--- src/rtl/carrier_pkg.sv ---
// Shared types for the carrier keyer bank: keying modes, keyer states and
// the channel-index width helper.
package carrier_pkg;

  typedef enum logic [1:0] {
    MODE_CW  = 2'd0,
    MODE_OOK = 2'd1,
    MODE_FSK = 2'd2,
    MODE_OFF = 2'd3
  } carrier_mode_t;

  // Keyer states kept as plain constants so older tooling and netlists match.
  typedef logic [0:0] keyer_state_t;
  localparam keyer_state_t ST_IDLE  = 1'b0;
  localparam keyer_state_t ST_SHIFT = 1'b1;

  function automatic int ch_width(input int channels);
    return (channels < 2) ? 1 : $clog2(channels);
  endfunction

endpackage

--- src/rtl/carrier_keyer_bank_if.sv ---
// Byte-stream handshake into the keyer: valid/ready with an 8-bit payload.
interface carrier_keyer_bank_if;
  logic       s_valid;
  logic       s_ready;
  logic [7:0] s_data;

  modport master (output s_valid, output s_data, input s_ready);
  modport slave  (input s_valid, input s_data, output s_ready);
endinterface

--- src/rtl/nco_channel.sv ---
// One phase-accumulator NCO: programmable tuning word, free-running
// accumulator, square output taken from the accumulator MSB.
module nco_channel
  import carrier_pkg::*;
#(
  parameter int               ACC_W       = 32,
  parameter logic [ACC_W-1:0] DEFAULT_FTW = '0
) (
  input  logic             CLK,
  input  logic             reset_trigger,
  input  logic             we_i,
  input  logic [ACC_W-1:0] ftw_i,
  output logic             square_o
);

  logic [ACC_W-1:0] ftw_q, ftw_d;
  logic [ACC_W-1:0] acc_q, acc_d;

  // The accumulate sees the tuning word as it was before this edge's write.
  assign acc_d = acc_q + ftw_q;
  assign ftw_d = we_i ? ftw_i : ftw_q;

  // NOTE: state uses non-blocking assignments so every flop samples the
  // pre-edge value of every other flop, independent of statement order.
  always_ff @(posedge CLK or posedge reset_trigger) begin
    if (reset_trigger) begin
      ftw_q <= DEFAULT_FTW;
      acc_q <= '0;
    end else begin
      ftw_q <= ftw_d;
      acc_q <= acc_d;
    end
  end

  assign square_o = acc_q[ACC_W-1];

endmodule

--- src/rtl/carrier_keyer_bank.sv ---
// Bank of NCO carriers plus a byte-stream keyer (CW / OOK / FSK) driving a
// single registered antenna output.
module carrier_keyer_bank
  import carrier_pkg::*;
#(
  parameter int               CHANNELS    = 8,
  parameter int               ACC_W       = 32,
  parameter int               DIV_W       = 24,
  parameter logic [ACC_W-1:0] DEFAULT_FTW = '0,
  localparam int              CH_W        = ch_width(CHANNELS)
) (
  input  logic                 CLK,
  input  logic                 reset_trigger,
  input  logic                 cfg_we,
  input  logic [CH_W-1:0]      cfg_ch,
  input  logic [ACC_W-1:0]     cfg_ftw,
  input  logic [1:0]           mode,
  input  logic [CH_W-1:0]      mark_ch,
  input  logic [CH_W-1:0]      space_ch,
  input  logic [DIV_W-1:0]     bit_div,
  carrier_keyer_bank_if.slave  s,
  output logic                 carrier_out,
  output logic                 busy,
  output logic                 mark
);

  logic [CHANNELS-1:0] square;

  for (genvar c = 0; c < CHANNELS; c++) begin : g_ch
    nco_channel #(
      .ACC_W       (ACC_W),
      .DEFAULT_FTW (DEFAULT_FTW)
    ) u_nco (
      .CLK           (CLK),
      .reset_trigger (reset_trigger),
      .we_i          (cfg_we && (cfg_ch == CH_W'(c))),
      .ftw_i         (cfg_ftw),
      .square_o      (square[c])
    );
  end

  keyer_state_t     state_q, state_d;
  logic [7:0]       shreg_q, shreg_d;
  logic [2:0]       bit_idx_q, bit_idx_d;
  logic [DIV_W-1:0] cnt_q, cnt_d;
  logic [DIV_W-1:0] div_q, div_d;
  carrier_mode_t    mode_q, mode_d;
  logic [CH_W-1:0]  mark_ch_q, mark_ch_d;
  logic [CH_W-1:0]  space_ch_q, space_ch_d;
  logic             rdy_en_q;
  logic             carrier_q, carrier_d;

  carrier_mode_t    mode_live;
  logic [DIV_W-1:0] div_live;
  logic             bit_last, byte_last, fire;
  logic             mark_sq, space_sq, live_sq;

  assign mode_live = carrier_mode_t'(mode);
  assign div_live  = (bit_div == '0) ? DIV_W'(1) : bit_div;

  assign bit_last  = (cnt_q == div_q - DIV_W'(1));
  assign byte_last = (state_q == ST_SHIFT) && bit_last && (bit_idx_q == 3'd7);
  // rdy_en_q holds ready low until the first edge after reset is released.
  assign s.s_ready = rdy_en_q && ((state_q == ST_IDLE) || byte_last);
  assign fire      = s.s_valid && s.s_ready;

  // Channel indices at or above CHANNELS match no channel and read as 0.
  always_comb begin
    // NOTE: every combinational output gets a default first so no path
    // leaves it unassigned, which would otherwise infer a latch.
    mark_sq  = 1'b0;
    space_sq = 1'b0;
    live_sq  = 1'b0;
    for (int c = 0; c < CHANNELS; c++) begin
      if (mark_ch_q  == CH_W'(c)) mark_sq  = square[c];
      if (space_ch_q == CH_W'(c)) space_sq = square[c];
      if (mark_ch    == CH_W'(c)) live_sq  = square[c];
    end
  end

  always_comb begin
    state_d    = state_q;
    shreg_d    = shreg_q;
    bit_idx_d  = bit_idx_q;
    cnt_d      = cnt_q;
    div_d      = div_q;
    mode_d     = mode_q;
    mark_ch_d  = mark_ch_q;
    space_ch_d = space_ch_q;
    if (fire) begin
      state_d    = ST_SHIFT;
      shreg_d    = s.s_data;
      bit_idx_d  = 3'd0;
      cnt_d      = '0;
      div_d      = div_live;
      mode_d     = mode_live;
      mark_ch_d  = mark_ch;
      space_ch_d = space_ch;
    end else if (state_q == ST_SHIFT) begin
      if (bit_last) begin
        cnt_d = '0;
        if (bit_idx_q == 3'd7) begin
          state_d = ST_IDLE;
        end else begin
          shreg_d   = shreg_q >> 1;
          bit_idx_d = bit_idx_q + 3'd1;
        end
      end else begin
        cnt_d = cnt_q + DIV_W'(1);
      end
    end
  end

  // In SHIFT the latched config decides; in IDLE only live CW reaches the pin.
  always_comb begin
    carrier_d = 1'b0;
    if (state_q == ST_SHIFT) begin
      unique case (mode_q)
        MODE_CW:  carrier_d = mark_sq;
        MODE_OOK: carrier_d = shreg_q[0] & mark_sq;
        MODE_FSK: carrier_d = shreg_q[0] ? mark_sq : space_sq;
        default:  carrier_d = 1'b0;
      endcase
    end else begin
      carrier_d = (mode_live == MODE_CW) & live_sq;
    end
  end

  always_ff @(posedge CLK or posedge reset_trigger) begin
    if (reset_trigger) begin
      state_q    <= ST_IDLE;
      shreg_q    <= '0;
      bit_idx_q  <= '0;
      cnt_q      <= '0;
      div_q      <= DIV_W'(1);
      mode_q     <= MODE_OFF;
      mark_ch_q  <= '0;
      space_ch_q <= '0;
      rdy_en_q   <= 1'b0;
      carrier_q  <= 1'b0;
    end else begin
      state_q    <= state_d;
      shreg_q    <= shreg_d;
      bit_idx_q  <= bit_idx_d;
      cnt_q      <= cnt_d;
      div_q      <= div_d;
      mode_q     <= mode_d;
      mark_ch_q  <= mark_ch_d;
      space_ch_q <= space_ch_d;
      rdy_en_q   <= 1'b1;
      carrier_q  <= carrier_d;
    end
  end

  assign carrier_out = carrier_q;
  assign busy        = (state_q == ST_SHIFT);
  assign mark        = (state_q == ST_SHIFT) && shreg_q[0];

endmodule

--- src/flat_wrapper.sv ---
// flat-port wrapper written by rule: the top's interface ports become plain ports
module carrier_keyer_bank_flat import carrier_pkg::*;
#(
  parameter int               CHANNELS    = 8,
  parameter int               ACC_W       = 32,
  parameter int               DIV_W       = 24,
  parameter logic [ACC_W-1:0] DEFAULT_FTW = '0,
  localparam int              CH_W        = ch_width(CHANNELS)
)
  (CLK, reset_trigger, cfg_we, cfg_ch, cfg_ftw, mode, mark_ch, space_ch, bit_div, carrier_out, busy, mark, s_s_valid, s_s_data, s_s_ready);
  carrier_keyer_bank_if s_i ();
  input  logic CLK;
  input  logic reset_trigger;
  input  logic cfg_we;
  input  logic [CH_W-1:0] cfg_ch;
  input  logic [ACC_W-1:0] cfg_ftw;
  input  logic [1:0] mode;
  input  logic [CH_W-1:0] mark_ch;
  input  logic [CH_W-1:0] space_ch;
  input  logic [DIV_W-1:0] bit_div;
  output logic carrier_out;
  output logic busy;
  output logic mark;
  input wire logic [$bits(s_i.s_valid)-1:0] s_s_valid;
  input wire logic [$bits(s_i.s_data)-1:0] s_s_data;
  output wire logic [$bits(s_i.s_ready)-1:0] s_s_ready;
  assign s_i.s_valid = s_s_valid;
  assign s_i.s_data = s_s_data;
  assign s_s_ready = s_i.s_ready;
  carrier_keyer_bank #(.CHANNELS(CHANNELS), .ACC_W(ACC_W), .DIV_W(DIV_W), .DEFAULT_FTW(DEFAULT_FTW)) u_core (.CLK(CLK), .reset_trigger(reset_trigger), .cfg_we(cfg_we), .cfg_ch(cfg_ch), .cfg_ftw(cfg_ftw), .mode(mode), .mark_ch(mark_ch), .space_ch(space_ch), .bit_div(bit_div), .s(s_i), .carrier_out(carrier_out), .busy(busy), .mark(mark));
endmodule
--- config.mk ---
export PLATFORM = sky130hd
export DESIGN_NAME = carrier_keyer_bank_flat
export DESIGN_NICKNAME = d
export VERILOG_FILES = /design/src/rtl/carrier_pkg.sv /design/src/rtl/carrier_keyer_bank_if.sv /design/src/rtl/nco_channel.sv /design/src/rtl/carrier_keyer_bank.sv /design/src/flat_wrapper.sv
export SDC_FILE = /design/constraint.sdc
export NUM_CORES = 1
export LEC_CHECK = 0
export CAP_MARGIN = 40
export CORE_MARGIN = 2
export CORE_UTILIZATION = 40
export CTS_CLUSTER_DIAMETER = 80
export DETAILED_ROUTE_END_ITERATION = 10
export SETUP_SLACK_MARGIN = 0.4
export SYNTH_ARGS = -nofsm -noshare
export SYNTH_HDL_FRONTEND = slang
export SYNTH_SLANG_ARGS = --single-unit
export TNS_END_PERCENT = 5
--- constraint.sdc ---
create_clock -name CLK -period 29.3 [get_ports CLK]
set_input_delay 2.93 -clock CLK [delete_from_list [all_inputs] [get_ports CLK]]
set_output_delay 2.93 -clock CLK [all_outputs]
set_load 0.02 [all_outputs]
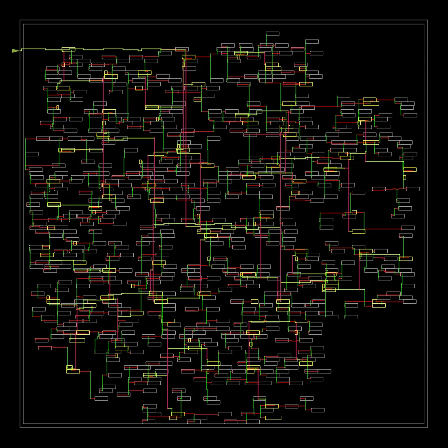
run_1/clock_nets.png
Latency at later pin: 0.60 ns
CTS Buf Count: 71
clk sink count: 582
layout clock buffer count: 96

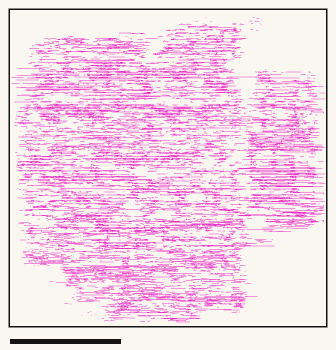
run_1/m1.png
Bar = 100 um.
share of all routed wire: 47%
longest straight run: 55.2 um
Post-Route WL: 72.2 mm
grt met1 use: 24.2%

==> results.sh, run 1 <==
# physical design summary
export IMPL_status="finished clean"
export IMPL_synth_area_mm2=0.0318
export IMPL_drv_slew=0
export IMPL_logic_area_mm2=0.0166
export IMPL_tool_warnings=30
export IMPL_crit_fanout=7
export IMPL_area_growth_pct=14.2
export IMPL_crit_path_cell_trace="nor4_2 > nand2b_1 > or4_1 > a2111oi_0 > nand4_1 > nor4_4 > o2111ai_1 > o21ai_1 > and2_1 > clkdlybuf4s50_1"
export IMPL_cap_violations=0
export IMPL_ant_nets=0
export IMPL_fp_nets=3187
export IMPL_initCoreUtil_pct=40.3
export IMPL_drive_above_1_share_pct=14.8
export IMPL_totalNegativeSetupSlack_ns=0
export IMPL_fin_area_mm2=0.0363
export IMPL_routedWlPerCell_um=17.7
export IMPL_grt_pass1_wl_mm=119
export IMPL_drt_iter0_drc=1101
export IMPL_antenna_found_initial=1
export IMPL_hold_ws_ns=0.467
export IMPL_grt_overflow_total=0
export IMPL_crit_family="simple AND/OR/NAND/NOR gates"
export IMPL_highest_layer="met5"
export IMPL_layout_setup_ws_ns=21.69
export IMPL_synth_cell_types=74
export IMPL_coreArea_mm2=0.0787
export IMPL_netlist_area_leader_share_pct=45.6
export IMPL_setup_viol=0
export IMPL_cp_required_ns=26.37
export IMPL_syn_area_per_cell_um2=11.2
export IMPL_comb_multi_input_count=2109
export IMPL_ios=83
export IMPL_cts_resized=0
export IMPL_synth_top_cell_by_count="dfrtp_1"
export IMPL_dp_hpwl_mm=51.2
export IMPL_cts_max_level=3
export IMPL_ys_ff=582
export IMPL_postCtsSetupBuffers=0
export IMPL_cts_hold_buf=0
export IMPL_area_leaders="dfrtp_1, ha_1, mux2_2"
export IMPL_bufAreaShareNonClock_pct=2.80
export IMPL_edf_count=0
export IMPL_met3WireLength_mm=2.54
export IMPL_cts_tree="built"
export IMPL_cp_start_kind="flip-flop"
export IMPL_nNonClkBuffers=103
export IMPL_vias=21900
export IMPL_cp_num_buf_inv=1
export IMPL_leakage_nw=16.7
export IMPL_cts_buffer_depth=3
export IMPL_drc_errors=0
export IMPL_wl_met1_mm=33.7
export IMPL_ys_seq_share_pct=45.9
export IMPL_antennaDiodeCount=0
export IMPL_largest_cell_class="logic gates"
export IMPL_fillerInstances=7227
export IMPL_common_cells="dfrtp_1, ha_1, mux2_2"
export IMPL_sh_comb_area_pct=45.7
export IMPL_placed_area_mm2=0.0339
export IMPL_clkTransAtPathRegs_ns=0.05
export IMPL_yosys_warnings=0
export IMPL_fmax_mhz=131
export IMPL_grt_pass1_vias=22200
export IMPL_power_density_mw_per_mm2=109
export IMPL_ir_worst_vdd_uv=42.2
export IMPL_clkCellAreaFrac_pct=6.50
export IMPL_period_used_pct=26.0
export IMPL_grt_max_degree=163
export IMPL_slew_headroom_pct=38.6
export IMPL_cpPeakStageDelay_ns=0.59
export IMPL_ff_type="dfrtp_1"
export IMPL_firstDrtPassIters=5
export IMPL_worst_setup_path_end_kind="output pin"
export IMPL_rows=103
export IMPL_synth_area_yosys_mm2=0.0318
export IMPL_async_reset_ff_share_pct=100
export IMPL_post_place_ws_ns=22.17
export IMPL_hold_viol_final=0
export IMPL_seq_cells=582
export IMPL_n_tap_cell=1050
export IMPL_place_congestion=0.861
export IMPL_inverters_excl_clock=113
export IMPL_cpMaxStageDelayCell="clkdlybuf4s50_1"
export IMPL_track_usage_pct=17.9
export IMPL_dieArea_mm2=0.0817
export IMPL_syn_inst=2848
export IMPL_rsz0062_at_grt="no"
export IMPL_root_buffer="clkbuf_16"
export IMPL_ys_cells=2848
export IMPL_fin_skew_ns=0.0261
export IMPL_seq_share_pct=40.2
export IMPL_tightest_slew_ns=0.913
export IMPL_critPathKind="flip-flop to output pin"
export IMPL_crit_arrival_ns=4.68
export IMPL_final_nets=3319
export IMPL_hp_class="flip-flop to flip-flop"
export IMPL_wl_met2_mm=34.1
export IMPL_regArea_mm2=0.0146
export IMPL_via_per_inst=5.37
export IMPL_largest_area_cell="dfrtp_1"
export IMPL_period_needed_ns=7.61
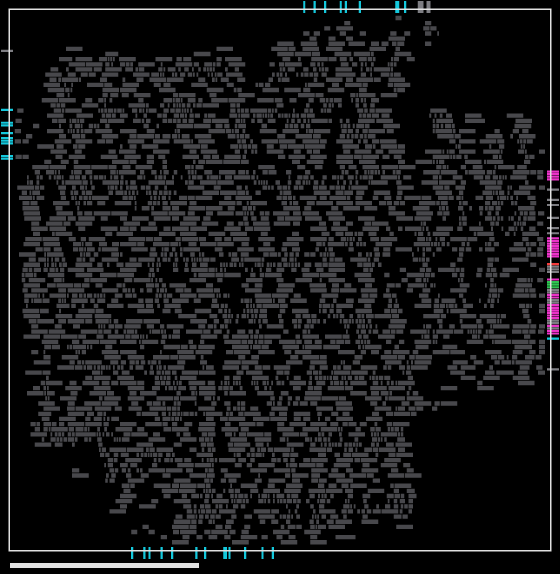
run_1/pinout.png
Bar = 100 um. Pins as bars across the die edge, other pins in gray.
[cfg_ch] green | pins: 3 | direction: input | edge: right
[cfg_ftw] cyan | pins: 32 | direction: input | edge: 13 bottom, 9 left, 9 top, 1 right
[bit_div] magenta | pins: 24 | direction: input | edge: right
[busy] red | pins: 1 | direction: output | edge: right
all pins by edge: 46 right, 14 top, 13 bottom, 10 left
die height: 286 um
port bufs: 82
die width: 286 um

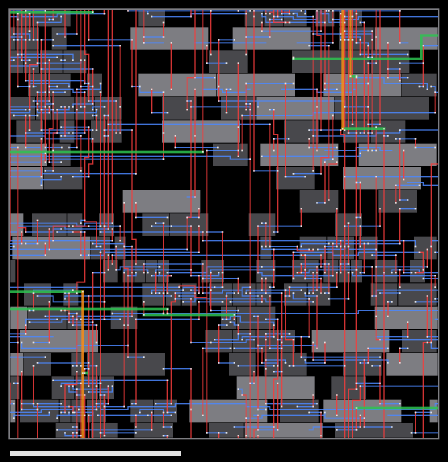
run_1/closeup.png
Bar = 20 um. Window x 118 to 168, y 175 to 225 um. Cells in gray, sequential cells in the stronger gray; small squares are vias.
[M4] orange
[M2] red
[M3] green
[M1] blue
netlist names of flops here include: u_core.g_ch.u_nco.acc_q (11), u_core.g_ch.u_nco.ftw_q (10)
most frequent: dfrtp_1 (21), ha_1 (16), a21o_1 (15)
cells with their middle in the window: 136
sequential cells in the window: 21

==> run 1: cell usage in the layout, fill, tap and decap left out, types with 17 or more instances in the layout <==
master           instances
dfrtp_1                579
mux2_2                 252
ha_1                   252
a21oi_1                185
nor2_1                 178
xnor2_1                175
nand2_1                139
inv_1                  112
a21o_1                 110
o21ai_0                 91
xor2_1                  88
clkdlybuf4s50_1         82
clkbuf_16               74
nor3_1                  59
nand3_1                 53
and3_1                  39
o21a_1                  35
nor2b_1                 33
mux2_4                  30
nand2b_1                28
a31oi_1                 28
o21bai_1                24
or3_1                   20
clkinv_2                20
nand4_1                 19
o211ai_1                18
mux2i_1                 17
==> run 1: kinds of logic (layout without fill, tap and decap cells) <==
kind of cell | Yosys count | in the layout | synth area share, %
compound gates | 634 | 634 | 13.0
xor+xnor | 263 | 263 | 7.25
fa+ha+maj | 260 | 260 | 10.4
buf+inv | 157 | 342 | 1.97
flops | 582 | 582 | 45.9
mux | 308 | 308 | 11.4
other cells | 1 | 1 | 0.0118
simple gates | 643 | 643 | 10.1
==> run 1: power breakdown <==
group / internal [W] / switching [W]
registers: 0.00109 / 0.000113
logic: 0.000862 / 0.00102
clock network: 0.000535 / 0.000349
total: 0.00249 / 0.00148
==> run 1: stage by stage <==
step	std cells	util [%]	total power, W
finish	4083	46.1	0.00397
global placement	3953	43.0	0.00301
global route	4083	46.1	0.00430
CTS	4083	46.1	0.00400
detailed placement	3957	43.1	0.00308
floorplan	2848	-	0.00270
==> run 1: layer usage <==
metal | vias to the layer above | GRT usage, %
li1 | 10600 | -
met1 | 10800 | 24.2
met3 | 118 | 2.57
met5 | - | 0
met4 | 2 | 5.54
met2 | 362 | 29.9
==> run 1: final timing paths <==
kind | from | endpoint | slack (ns) | cells after the start
min in group asynchronous | reset_trigger | u_core.space_ch_q[1]$_DFFE_PP0N_ | 2.89 | 2
hold reg to reg | u_core.g_ch[4].u_nco.acc_q[0]$_DFF_PP0_ | u_core.g_ch[4].u_nco.acc_q[0]$_DFF_PP0_ | 0.47 | 1
setup reg to reg | u_core.div_q[6]$_DFFE_PP0N_ | u_core.div_q[0]$_DFFE_PP1N_ | 25.06 | 11
max in group asynchronous | reset_trigger | u_core.g_ch[0].u_nco.acc_q[10]$_DFF_PP0_ | 23.05 | 8
hold / removal | u_core.g_ch[4].u_nco.acc_q[0]$_DFF_PP0_ | u_core.g_ch[4].u_nco.acc_q[0]$_DFF_PP0_ | 0.47 | 1
setup / recovery | u_core.div_q[6]$_DFFE_PP0N_ | s_s_ready | 21.69 | 10
==> run 1: state kept, by name, indices dropped and copies added (netlist names) <==
| name | flops |
|---|---|
| u_core.g_ch.u_nco.acc_q | 256 |
| u_core.g_ch.u_nco.ftw_q | 256 |
| u_core.cnt_q | 24 |
| u_core.div_q | 24 |
| u_core.shreg_q | 8 |
| u_core.bit_idx_q | 3 |
| u_core.mark_ch_q | 3 |
| u_core.space_ch_q | 3 |
| u_core.mode_q | 2 |
| u_core.busy | 1 |
| u_core.carrier_out | 1 |
| u_core.rdy_en_q | 1 |
run_1/ff_map.png
Bar = 100 um. Other sequential cells in the stronger gray, the rest of the logic in the fainter gray.
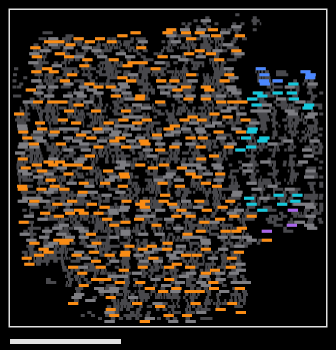

--- run 2 (diff from run 1) ---
==> constraint.sdc (replaced) <==
create_clock -name CLK -period 7.95 [get_ports CLK]
set_input_delay 0.795 -clock CLK [delete_from_list [all_inputs] [get_ports CLK]]
set_output_delay 0.795 -clock CLK [all_outputs]
set_load 0.02 [all_outputs]
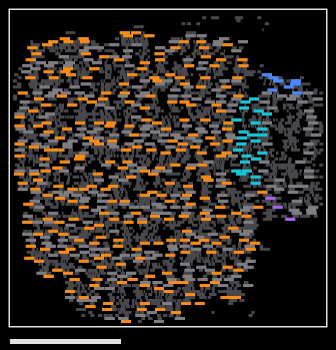
run_2/ff_map.png
Bar = 100 um. Other sequential cells in the stronger gray, the rest of the logic in the fainter gray.
[u_core.mark_ch_q] purple | sequential cells: 3
[u_core.cnt_q] cyan | sequential cells: 24 | where: middle right
[u_core.g_ch.u_nco.acc_q] orange | sequential cells: 256
[u_core.shreg_q] blue | sequential cells: 8 | where: upper right
seq pwr: 0.00443 W
fin util: 46.1%

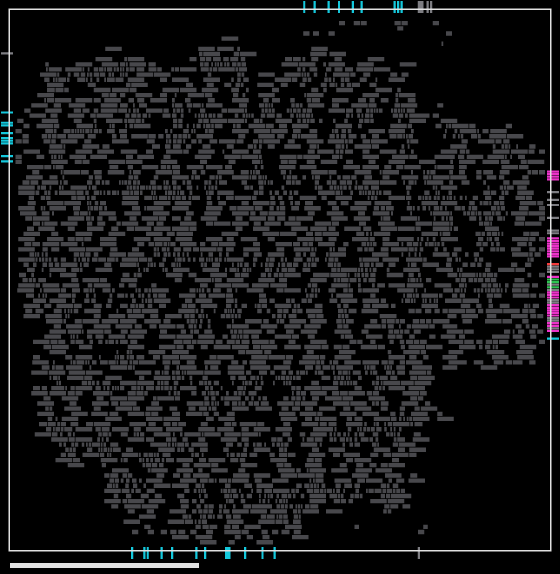
run_2/pinout.png
Bar = 100 um. Pins as bars across the die edge, other pins in gray.
[busy] red | pins: 1 | direction: output | edge: right
[cfg_ch] green | pins: 3 | direction: input | edge: right
[bit_div] magenta | pins: 24 | direction: input | edge: right
[cfg_ftw] cyan | pins: 32 | direction: input | edge: 13 bottom, 9 left, 9 top, 1 right
all pins by edge: 45 right, 14 bottom, 14 top, 10 left

==> results.sh, run 2 <==
# physical design summary
export IMPL_status="finished clean"
export IMPL_common_cells="dfrtp_1, ha_1, mux2_2"
export IMPL_syn_inst=2848
export IMPL_area_growth_pct=14.2
export IMPL_tool_warnings=30
export IMPL_final_layout_top_logic_cells="dfrtp_1, mux2_2, ha_1"
export IMPL_firstDrtPassIters=5
export IMPL_reg2reg_to="u_core.cnt_q[4]$_DFFE_PP0P_"
export IMPL_edf_count=0
export IMPL_cp_num_buf_inv=1
export IMPL_ff_type="dfrtp_1"
export IMPL_logic_area_mm2=0.0166
export IMPL_postCtsSetupBuffers=0
export IMPL_ys_seq_share_pct=45.9
export IMPL_grt_overflow_total=0
export IMPL_worst_setup_path_end_kind="output pin"
export IMPL_largest_area_cell="dfrtp_1"
export IMPL_ios=83
export IMPL_area_leaders="dfrtp_1, ha_1, mux2_2"
export IMPL_cts_buffer_depth=3
export IMPL_dieHeight_um=286
export IMPL_critPathKind="flip-flop to output pin"
export IMPL_cp_required_ns=7.15
export IMPL_port_buffers=82
export IMPL_tightest_slew_ns=0.949
export IMPL_drv_slew=0
export IMPL_cts_hold_buf=0
export IMPL_root_buffer="clkbuf_16"
export IMPL_final_nets=3317
export IMPL_initCoreUtil_pct=40.3
export IMPL_fillerInstances=7137
export IMPL_grt_max_degree=142
export IMPL_r2r_cells=11
export IMPL_clkTransAtPathRegs_ns=0.06
export IMPL_place_congestion=0.839
export IMPL_stdcell_count=4084
export IMPL_synth_cell_types=74
export IMPL_r2r_start="u_core.div_q[2]$_DFFE_PP0N_"
export IMPL_crit_fanout=7
export IMPL_cts_resized=0
export IMPL_power_density_mw_per_mm2=401
export IMPL_routedWlPerCell_um=17.2
export IMPL_via_per_inst=5.34
export IMPL_cap_violations=0
export IMPL_cpMaxStageDelayCell="clkdlybuf4s50_1"
export IMPL_grt_pass1_wl_mm=117
export IMPL_antenna_found_initial=1
export IMPL_drive_above_1_share_pct=14.5
export IMPL_holdPathEnd="u_core.g_ch[0].u_nco.acc_q[0]$_DFF_PP0_"
export IMPL_cts_buffers=69
export IMPL_ys_ff=582
export IMPL_coreArea_mm2=0.0787
export IMPL_cts_max_level=3
export IMPL_cp_start_kind="flip-flop"
export IMPL_dp_hpwl_mm=50.8
export IMPL_drc_errors=0
export IMPL_slew_headroom_pct=35.9
export IMPL_vias=21800
export IMPL_regArea_mm2=0.0146
export IMPL_fin_skew_ns=0.0219
export IMPL_period_needed_ns=5.37
export IMPL_async_reset_ff_share_pct=100
export IMPL_hp_start="u_core.g_ch[0].u_nco.acc_q[0]$_DFF_PP0_"
export IMPL_min_delay_path_depth=1
export IMPL_crit_family="simple AND/OR/NAND/NOR gates"
export IMPL_grt_pass1_vias=22000
export IMPL_clock_sinks=582
export IMPL_cts_tree="built"
export IMPL_fp_nets=3187
export IMPL_hold_viol_final=0
export IMPL_top_regs="u_core.g_ch.u_nco.acc_q x256, u_core.g_ch.u_nco.ftw_q x256"
export IMPL_dieArea_mm2=0.0817
export IMPL_netlist_area_leader_share_pct=45.6
export IMPL_setup_viol=0
export IMPL_totalNegativeSetupSlack_ns=0
export IMPL_rsz0062_at_grt="no"
export IMPL_crit_arrival_ns=4.57
export IMPL_leakage_nw=16.6
export IMPL_synth_area_mm2=0.0318
export IMPL_fp_dieW_um=286
export IMPL_cpPeakStageDelay_ns=0.63
export IMPL_crit_path_cell_trace="nor4_2 > nand2b_1 > or4_1 > a2111oi_0 > nand4_1 > nor4_4 > o2111ai_1 > o21ai_1 > and2_1 > clkdlybuf4s50_1"
export IMPL_dp_cells=3957
export IMPL_rows=103
export IMPL_mostFrequentLayoutCell="dfrtp_1"
export IMPL_yosys_warnings=0
export IMPL_period_used_pct=67.5
export IMPL_synth_area_yosys_mm2=0.0318
export IMPL_clock_latency_late_pin_ns=0.62
export IMPL_hp_class="flip-flop to flip-flop"
export IMPL_ir_worst_vdd_uv=168
export IMPL_drt_total_wl_mm=70.1
export IMPL_ant_nets=0
export IMPL_track_usage_pct=17.4
export IMPL_ys_cells=2848
export IMPL_syn_area_per_cell_um2=11.2
export IMPL_reg2reg_slack_ns=3.35
export IMPL_synth_top_cell_by_count="dfrtp_1"
export IMPL_drt_iter0_drc=1059
export IMPL_fmax_mhz=186
[run 2: netlist changes by cell type in the layout (fill, tap and decap cells not counted), sizes merged]
cell      before  now
inv          117  116
clkbuf        96  104
clkinv        21   11
diode          0    1
clkinvlp       0    3
[run 2: layout make-up]
cell class / instances / area share, %
multi-input cells: 2109 / 45.7
inverters: 113 / 1.18
well taps: 1050 / 3.62
clock buffers: 104 / 5.57
clock inverters: 22 / 0.873
diodes: 1 / 0.00690
repair buffers: 103 / 2.83
flip-flops and latches: 582 / 40.2
[run 2: per-layer routing]
| metal | part of all wire [%] | wire length (um) | vias up | GRT usage (%) |
|---|---|---|---|---|
| met5 | 0.014 | 10 | - | 0 |
| met4 | 2.4 | 1690 | 2 | 5.29 |
| met3 | 3.3 | 2310 | 111 | 2.48 |
| met2 | 48 | 33600 | 303 | 29.5 |
| met1 | 46 | 32500 | 10800 | 23.2 |
| li1 | - | - | 10600 | - |
[run 2: kinds of logic (layout without fill, tap and decap cells)]
family / count (synthesis) / after routing / share of synthesized area, %
and+or+nand+nor: 643 / 643 / 10.1
AOI/OAI and AO/OA: 634 / 634 / 13.0
DFF: 582 / 582 / 45.9
muxes: 308 / 308 / 11.4
xor gates and xnor gates: 263 / 263 / 7.25
adders and majority gates: 260 / 260 / 10.4
buffers and inverters: 157 / 342 / 1.97
other: 1 / 2 / 0.0118
[run 2: stage by stage]
step / utilization [%] / total power [W] / cell area (um^2) / hold WS (ns) / setup slack (ns)
2_1_floorplan: - / 0.00996 / 31800 / 0.443 / -0.774
3_3_place_gp: 43.0 / 0.0111 / 33900 / 0.453 / 3.31
3_5_place_dp: 43.1 / 0.0113 / 33900 / 0.460 / 3.23
4_1_cts: 46.1 / 0.0147 / 36300 / 0.472 / 2.56
5_1_grt: 46.1 / 0.0158 / 36300 / 0.480 / 2.14
6_report: 46.1 / 0.0146 / 36300 / 0.467 / 2.58
[run 2: how the worst max path moves through the flow]
stage | depth (start not counted) | slack (ns) | end | start
floorplan | 1 | -0.77 | u_core.bit_idx_q[0]$_DFFE_PP0P_ | reset_trigger
global placement | 10 | 3.31 | s_s_ready | u_core.div_q[2]$_DFFE_PP0N_
detailed placement | 10 | 3.23 | s_s_ready | u_core.div_q[6]$_DFFE_PP0N_
CTS | 10 | 2.56 | s_s_ready | u_core.div_q[6]$_DFFE_PP0N_
global route | 10 | 2.14 | s_s_ready | u_core.div_q[6]$_DFFE_PP0N_
finish | 10 | 2.58 | s_s_ready | u_core.div_q[6]$_DFFE_PP0N_
[run 2: power by group]
part | internal [W] | switching (W) | leakage [nW]
combinational | 0.00317 | 0.00374 | 8.57
sequential | 0.00403 | 0.000402 | 6.93
clock | 0.00194 | 0.00128 | 1.14
total | 0.00913 | 0.00543 | 16.6
Power is estimated from default activity; no workload was simulated.
